**Run 1: wiring heat map**

The die is cut into 26 by 26 equal tiles; black is low, pale yellow is high, scaled to the fullest tile. Values are wire area over tile area, all layers added.
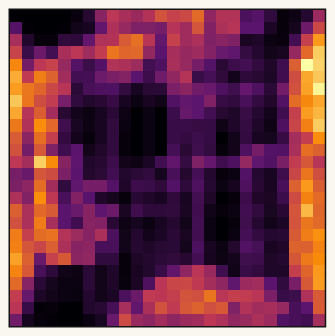
**Run 1: cell outlines without signal wires**

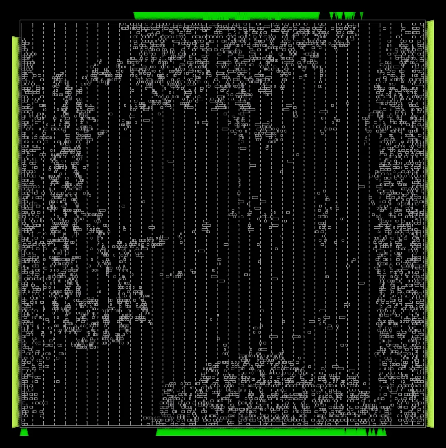
**Run 1: routed clock nets over the placement**

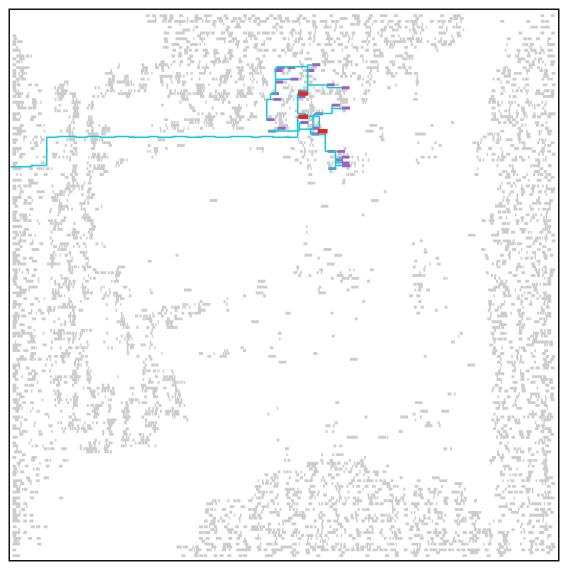
Design bank_isu_issue_sched_flat, sky130hd; sources not shown.
==> run summary, run 1 <==
flow finished, numbers: Nets=6591, number of standard cells reported by yosys=between 3000 and 4000, CP arrival=around 25000 ps, 1st-iter DRT viols=around 1700, M2 GR Usage=0.293, sequential power share=0.067, max reg flops=12, Synth flops=28, fp_density=0.0728, Synth Seq Share=0.0294, port bufs=about 1300, Detail Placement HPWL=between 150000 and 200000 um, Most common reg cell=dfxtp_1, hold path depth=1, share of cells above drive strength 1=0.113, post-synthesis cell area=between 15000 and 20000 um^2, Cell Type Count=between 50 and 60, filler cell count=roughly 30000, initial antenna violation count=around 68, critical path's largest stage delay=400 ps, Max Root-Sink Buffers=2, Static Leak=~16 nW, Post-synth ARST share=0, grt peak-use layer=met2, average cell area after synthesis=5.09 um^2, first-pass GRT wire length=270000 um, antenna-violating nets left=0, instance count on the critical path=150, yosys stat chip area=about 19000 um^2, die height=between 500 and 600 um, Commonest Layout Cell=clkdlybuf4s50_1, Die Area=~270000 um^2, Worst-Margin Slew=~1100 ps, Layout area overhead=107%, RSZ-0062 raised after global routing=yes, I/O pins=1319, Switching Share=0.517, status=complete, but fails checks, Net Count, Synth=between 5000 and 6000, Slowest-stage cell, CP=clkdlybuf4s50_1, largest net degree at the start of global routing=around 64, Die W=just over 500 um, vias per std cell=~3.5, gpl congestion=between 0.8 and 0.9, min-delay worst type=register to register, # DRC=0, final setup vio count=12, internal power=just over 0.0006 W, crit path buf inv count=9, Pre-Repair DR Iteration Count=6, row count=about 190, Fmax achieved=roughly 0.040 GHz, Ys Warns=0, VDD IR-drop max=between 20 and 25 uV, Clock transition at path regs=roughly 80 ps, Max-cap violations=0, fin crit share=1.13, P per Cell Area=32.4 nW/um^2, CP top delay family=simple AND/OR/NAND/NOR gates, Post-synth EDFFs=0, most numerous logic cells after layout=clkdlybuf4s50_1 (1305), nand2_1 (702), inv_1 (681), nand3_1 (546), buf_4 (382), synthesized instance count=3742, failing checks=negative setup slack, Tool Warnings=36, Logic area=roughly 14000 um^2, clk sinks=28, final worst setup slack=-2930 ps, Combinational Power Share=0.895, clock period minus worst slack=around 25000 ps, placed cells=between 8000 and 9000, reg-to-reg setup timing slack=1150 ps
-- 'wiring heat map' (at the start) --
mean over tiles	0.12
fullest tile	0.42
emptiest ninth of the die	center
tiles over half the peak	21%
nearly empty tiles	6.5%
GR Util All Layers: 0.146
via count: 31300
DRT Wirelength: 205000 um
routed len/inst: 23.3 um

-- 'cell outlines without signal wires' (at the start) --
post-route insts no fill: 8821
core region area: 262000 um^2
num tapcells: 3515

-- 'routed clock nets over the placement' (at the start) --
[clock drivers] red | count: 3
[flip-flops] purple | count: 28
[clock wires] cyan | length: 772 um
routed clock nets	4
flops lie	north
clk_lat worst skew: 270 ps
clock network power share: 0.038
clock group total power: 0.0000481 W

[run 1: per-stage QoR]
stage	cell area, um^2	setup TNS, ps	power [W]	util	hold WS, ps
final	39300	-23250	0.00127	0.150	341
after global routing	39300	-48330	0.00139	0.150	370
after CTS	39200	-25400	0.00132	0.150	339
after detailed placement	38800	-32990	0.00124	0.148	318
after global placement	38800	-29270	0.00124	0.148	310
after floorplan	19000	0	0.000611	-	293
[run 1: timing repair]
| item | 4_1_cts | 5_1_grt |
|---|---|---|
| pin swaps | 5 | 2 |
| buffers inserted | 14 | 1 |
| resized | 27 | 6 |
| endpoints found under the hold margin | 0 | 0 |
| cloned | 2 | 0 |
| endpoints found under the setup margin | 12 | 12 |
[run 1: cells in the mapped netlist (23+ instances only)]
| master | count | area share |
|---|---|---|
| a21oi_1 | 333 | 0.088 |
| buf_2 | 53 | 0.014 |
| buf_4 | 41 | 0.016 |
| buf_6 | 67 | 0.040 |
| clkbuf_1 | 23 | 0.0045 |
| dfxtp_1 | 28 | 0.029 |
| inv_1 | 684 | 0.13 |
| nand2_1 | 705 | 0.14 |
| nand3_1 | 556 | 0.15 |
| nand3b_1 | 71 | 0.028 |
| nand4_1 | 118 | 0.039 |
| nor2_1 | 367 | 0.072 |
| nor2_2 | 44 | 0.014 |
| nor3_1 | 25 | 0.0066 |
| nor4_1 | 25 | 0.0082 |
| o211ai_1 | 110 | 0.043 |
| o21ai_0 | 148 | 0.039 |
| o21ai_1 | 150 | 0.039 |
[run 1: cells by family after synthesis]
family                     Yosys count  share of synthesized area
buffers and inverters              914                      0.232
and+or+nand+nor                   1987                      0.494
xor gates and xnor gates             6                    0.00276
DFF                                 28                     0.0294
AOI/OAI and AO/OA                  798                      0.235
adders and majority gates            9                    0.00710
[run 1: per-layer routing]
layer | wire, um | part of all wire
met1 | 76400 | 0.37
met2 | 112000 | 0.55
met5 | 156 | 0.00076
met4 | 5540 | 0.027
met3 | 11000 | 0.053
[run 1: final cells by class]
cell class / count / share of cell area
antenna: 19 / 0.00121
timing repair buffer: 1755 / 0.439
clock buffer: 4 / 0.00226
sequential: 28 / 0.0142
tap: 3515 / 0.112
inverter: 700 / 0.0671
multi-input combinational: 2800 / 0.365
[run 1: power groups by stage]
stage                     clock network [W]  registers [W]  logic [W]
after floorplan                           0       0.000114   0.000497
after global placement                    0      0.0000868    0.00116
after detailed placement                  0      0.0000869    0.00116
after CTS                         0.0000503      0.0000856    0.00118
after global routing              0.0000516      0.0000885    0.00125
final                             0.0000481      0.0000851    0.00114
--- run 2 (diff from run 1) ---
- CORE_AREA: 2 2 514 516 -> 10 10 507 509
- DIE_AREA: 0 0 516 518 -> 0 0 517 519
- PLACE_DENSITY: 0.3 -> 0.31
**Run 2: cell outlines without signal wires**

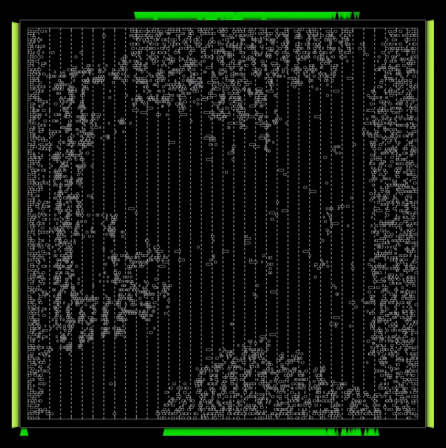
post-route insts no fill: 8544
flip-flops: 28

**Run 2: routed clock nets over the placement**

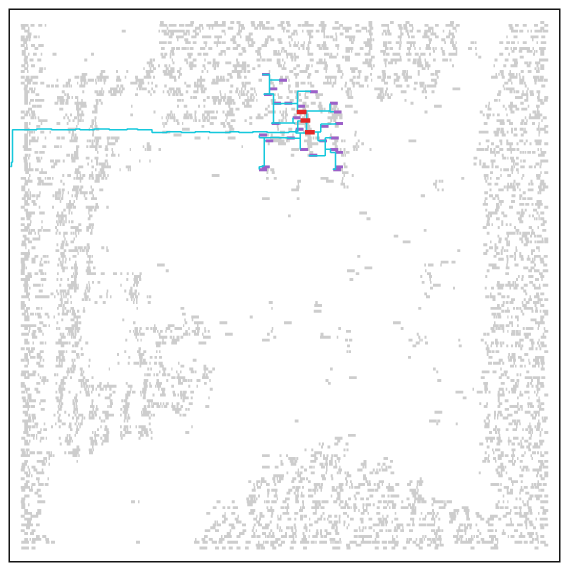
[clock wires] cyan | length: 785 um
[flip-flops] purple | count: 28
[clock drivers] red | count: 3
flops lie	north
clock network power share: 0.045
clock group total power: 0.0000570 W

==> run 2 against run 1 <==
The run still ends with negative setup slack left; critical path depth is 1 lower; die size up 0.39%; sequential power hardly changed; clock power rose by 19%; synthesized cell count stayed put; setup slack improved by 260 ps; utilization rose by 0.70 points; synthesized area unchanged; count of clock-buffer cells in the layout down 1; design area shrank 1.1%.
==> run summary, run 2 <==
flow finished, numbers: H-Tree Depth=1, port bufs=between 1000 and 1500, met3 wire len=between 10000 and 15000 um, fin crit share=1.12, final setup vio count=12, Logic area=about 14000 um^2, die height=519 um, average cell area after synthesis=roughly 5 um^2, CP arrival=about 25000 ps, share of cells above drive strength 1=0.113, Ys Warns=0, final worst setup slack=-2670 ps, dpl ws=-3600 ps, clock period minus worst slack=24570 ps, Setup TNS=-21320 ps, Max-cap violations=0, clk sinks=28, Die Area=268000 um^2, antenna-violating nets left=0, Tool Warnings=36, Detail Placement HPWL=~190000 um, Top Metal Used=met5, reg-to-reg setup timing slack=between 1000 and 1500 ps, type of origin of the critical path=input pin, routed length on met1=a little under 80000 um, Post-synth EDFFs=0, most frequent cell after synthesis=nand2_1, Slew HR=0.258, synthesized instance count=around 3700, P per Cell Area=approximately 33 nW/um^2, 1st-iter DRT viols=approximately 1700, critical path's largest stage delay=390 ps, sw power=around 0.00066 W, CTS root buf=clkbuf_16, Cell Type Count=a little under 60, Clock transition at path regs=80 ps, clk_lat worst skew=270 ps, core region area=roughly 250000 um^2, gpl congestion=about 0.88, Fmax achieved=0.0407 GHz, max reg flops=12, I/O pins=1319, filler cell count=about 29000, row count=183, FF+latch area=approximately 560 um^2, sequential power share=0.067, Nets=~6600, internal power=between 0.0006 and 0.0007 W, most numerous logic cells after layout=clkdlybuf4s50_1 (1305), nand2_1 (703), inv_1 (682), nand3_1 (544), buf_4 (382), vias in the first global route=~33000, Net Count, Synth=5045, Commonest Layout Cell=clkdlybuf4s50_1, status=complete, but fails checks, VDD IR-drop max=between 20 and 30 uV, endpoints failing hold=0, initial antenna violation count=roughly 51, Post-synth top cells=nand2_1 (705), inv_1 (684), nand3_1 (556), nor2_1 (367), a21oi_1 (333), # DRC=0, failing checks=negative setup slack, vias per std cell=3.68, WL met2=roughly 110000 um, Register-to-Register Path Depth=around 150, post-synthesis cell area=about 19000 um^2, min-delay worst type=register to register, Switching Share=0.517, Most common reg cell=dfxtp_1, Max Root-Sink Buffers=2, Static Leak=around 16 nW, max-slew violations=0, CTS tree=built, Synth Seq Share=0.0294, Post-synth area hogs=nand3_1 (15%), nand2_1 (14%), inv_1 (13%), number of standard cells reported by yosys=3742, CTS Buf Count=3, Worst setup EP type=register, Post-synth ARST share=0, Worst EP required=~22000 ps, Pre-Repair DR Iteration Count=7, yosys stat chip area=around 19000 um^2, Combinational Power Share=0.888, first-pass GRT wire length=roughly 280000 um, cts hold-fix bufs=0, Synth area leader=nand3_1, crit-path max FO=23, fp_density=0.0770, Slowest-stage cell, CP=clkdlybuf4s50_1, Max-area cell share=0.146, Overflow after GRT=0, largest net degree at the start of global routing=38, Setup Crit Path Kind=input pin to register, Die W=approximately 520 um, Layout area overhead=104%, Worst-Margin Slew=1110 ps, Synth flops=28, hold path depth=1, RSZ-0062 raised after global routing=yes
**Run 2: wiring heat map**

The die is cut into 26 by 26 equal tiles; black is low, pale yellow is high, scaled to the fullest tile. Values are wire area over tile area, all layers added.
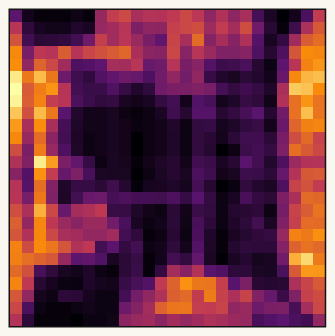
mean over tiles	0.12
tiles over half the peak	23%
emptiest ninth of the die	center
fullest tile	0.41
nearly empty tiles	4.0%
DRT Wirelength: 210000 um
GR Util All Layers: 0.146
routed len/inst: 24.6 um
via count: 31400

==> run 2: cell types whose count changed in the layout (fill, tap and decap cells not counted), sizes merged <==
cell and delta:
clkbuf -1, bufinv +1, inv +1, buf -4, clkinv -1, bufbuf -1
diode +6
==> run 2: cell type report <==
cell class	instances	area share
timing repair buffer	1750	0.440
multi-input combinational	2800	0.369
tap	3237	0.104
inverter	700	0.0682
sequential	28	0.0144
clock buffer	3	0.00193
antenna	25	0.00161
clock inverter	1	0.000772
==> run 2: power by group through the flow <==
stage	clock network, W	logic (W)	registers (W)
after floorplan	0	0.000497	0.000114
after CTS	0.0000590	0.00117	0.0000855
after detailed placement	0	0.00115	0.0000864
after global placement	0	0.00115	0.0000861
final	0.0000570	0.00113	0.0000853
after global routing	0.0000601	0.00123	0.0000883
==> run 2: what timing repair did <==
action,4_1_cts,5_1_grt
endpoints found under the setup margin,12,12
pin swaps,3,7
buffers inserted,3,2
resized,32,9
==> run 2: stage by stage <==
step | total power, W | utilization | std cells | hold slack, ps | cell area, um^2
CTS | 0.00131 | 0.157 | 8517 | 337 | 38800
finish | 0.00127 | 0.157 | 8544 | 333 | 38900
global route | 0.00138 | 0.157 | 8534 | 374 | 38900
global placement | 0.00124 | 0.156 | 8510 | 312 | 38500
detailed placement | 0.00124 | 0.156 | 8510 | 318 | 38500
floorplan | 0.000611 | - | 3742 | 293 | 19000
==> run 2: logic make-up (layout without fill, tap and decap cells) <==
kind of cell / after synthesis / in the layout / synth area share
adder cells (fa/ha/maj): 9 / 9 / 0.00710
AND-OR/OR-AND: 798 / 798 / 0.235
AND/OR/NAND/NOR: 1987 / 1987 / 0.494
XOR/XNOR: 6 / 6 / 0.00276
other: 0 / 25 / 0
buffers and inverters: 914 / 2454 / 0.232
flip-flops: 28 / 28 / 0.0294
==> run 2: layer usage <==
metal | GRT usage | up-vias
met2 | 0.297 | 1182
met1 | 0.154 | 14500
met5 | 0 | -
li1 | - | 15500
met4 | 0.0267 | 18
met3 | 0.0294 | 159
==> run 2: critical path, delay by kind of cell <==
family / cells / cell delay, ps
AND/OR/NAND/NOR: 136 / 17130
AND-OR/OR-AND: 5 / 470
buffers and inverters: 8 / 1440
No activity file was given, so power comes from the tool's default toggle rates.
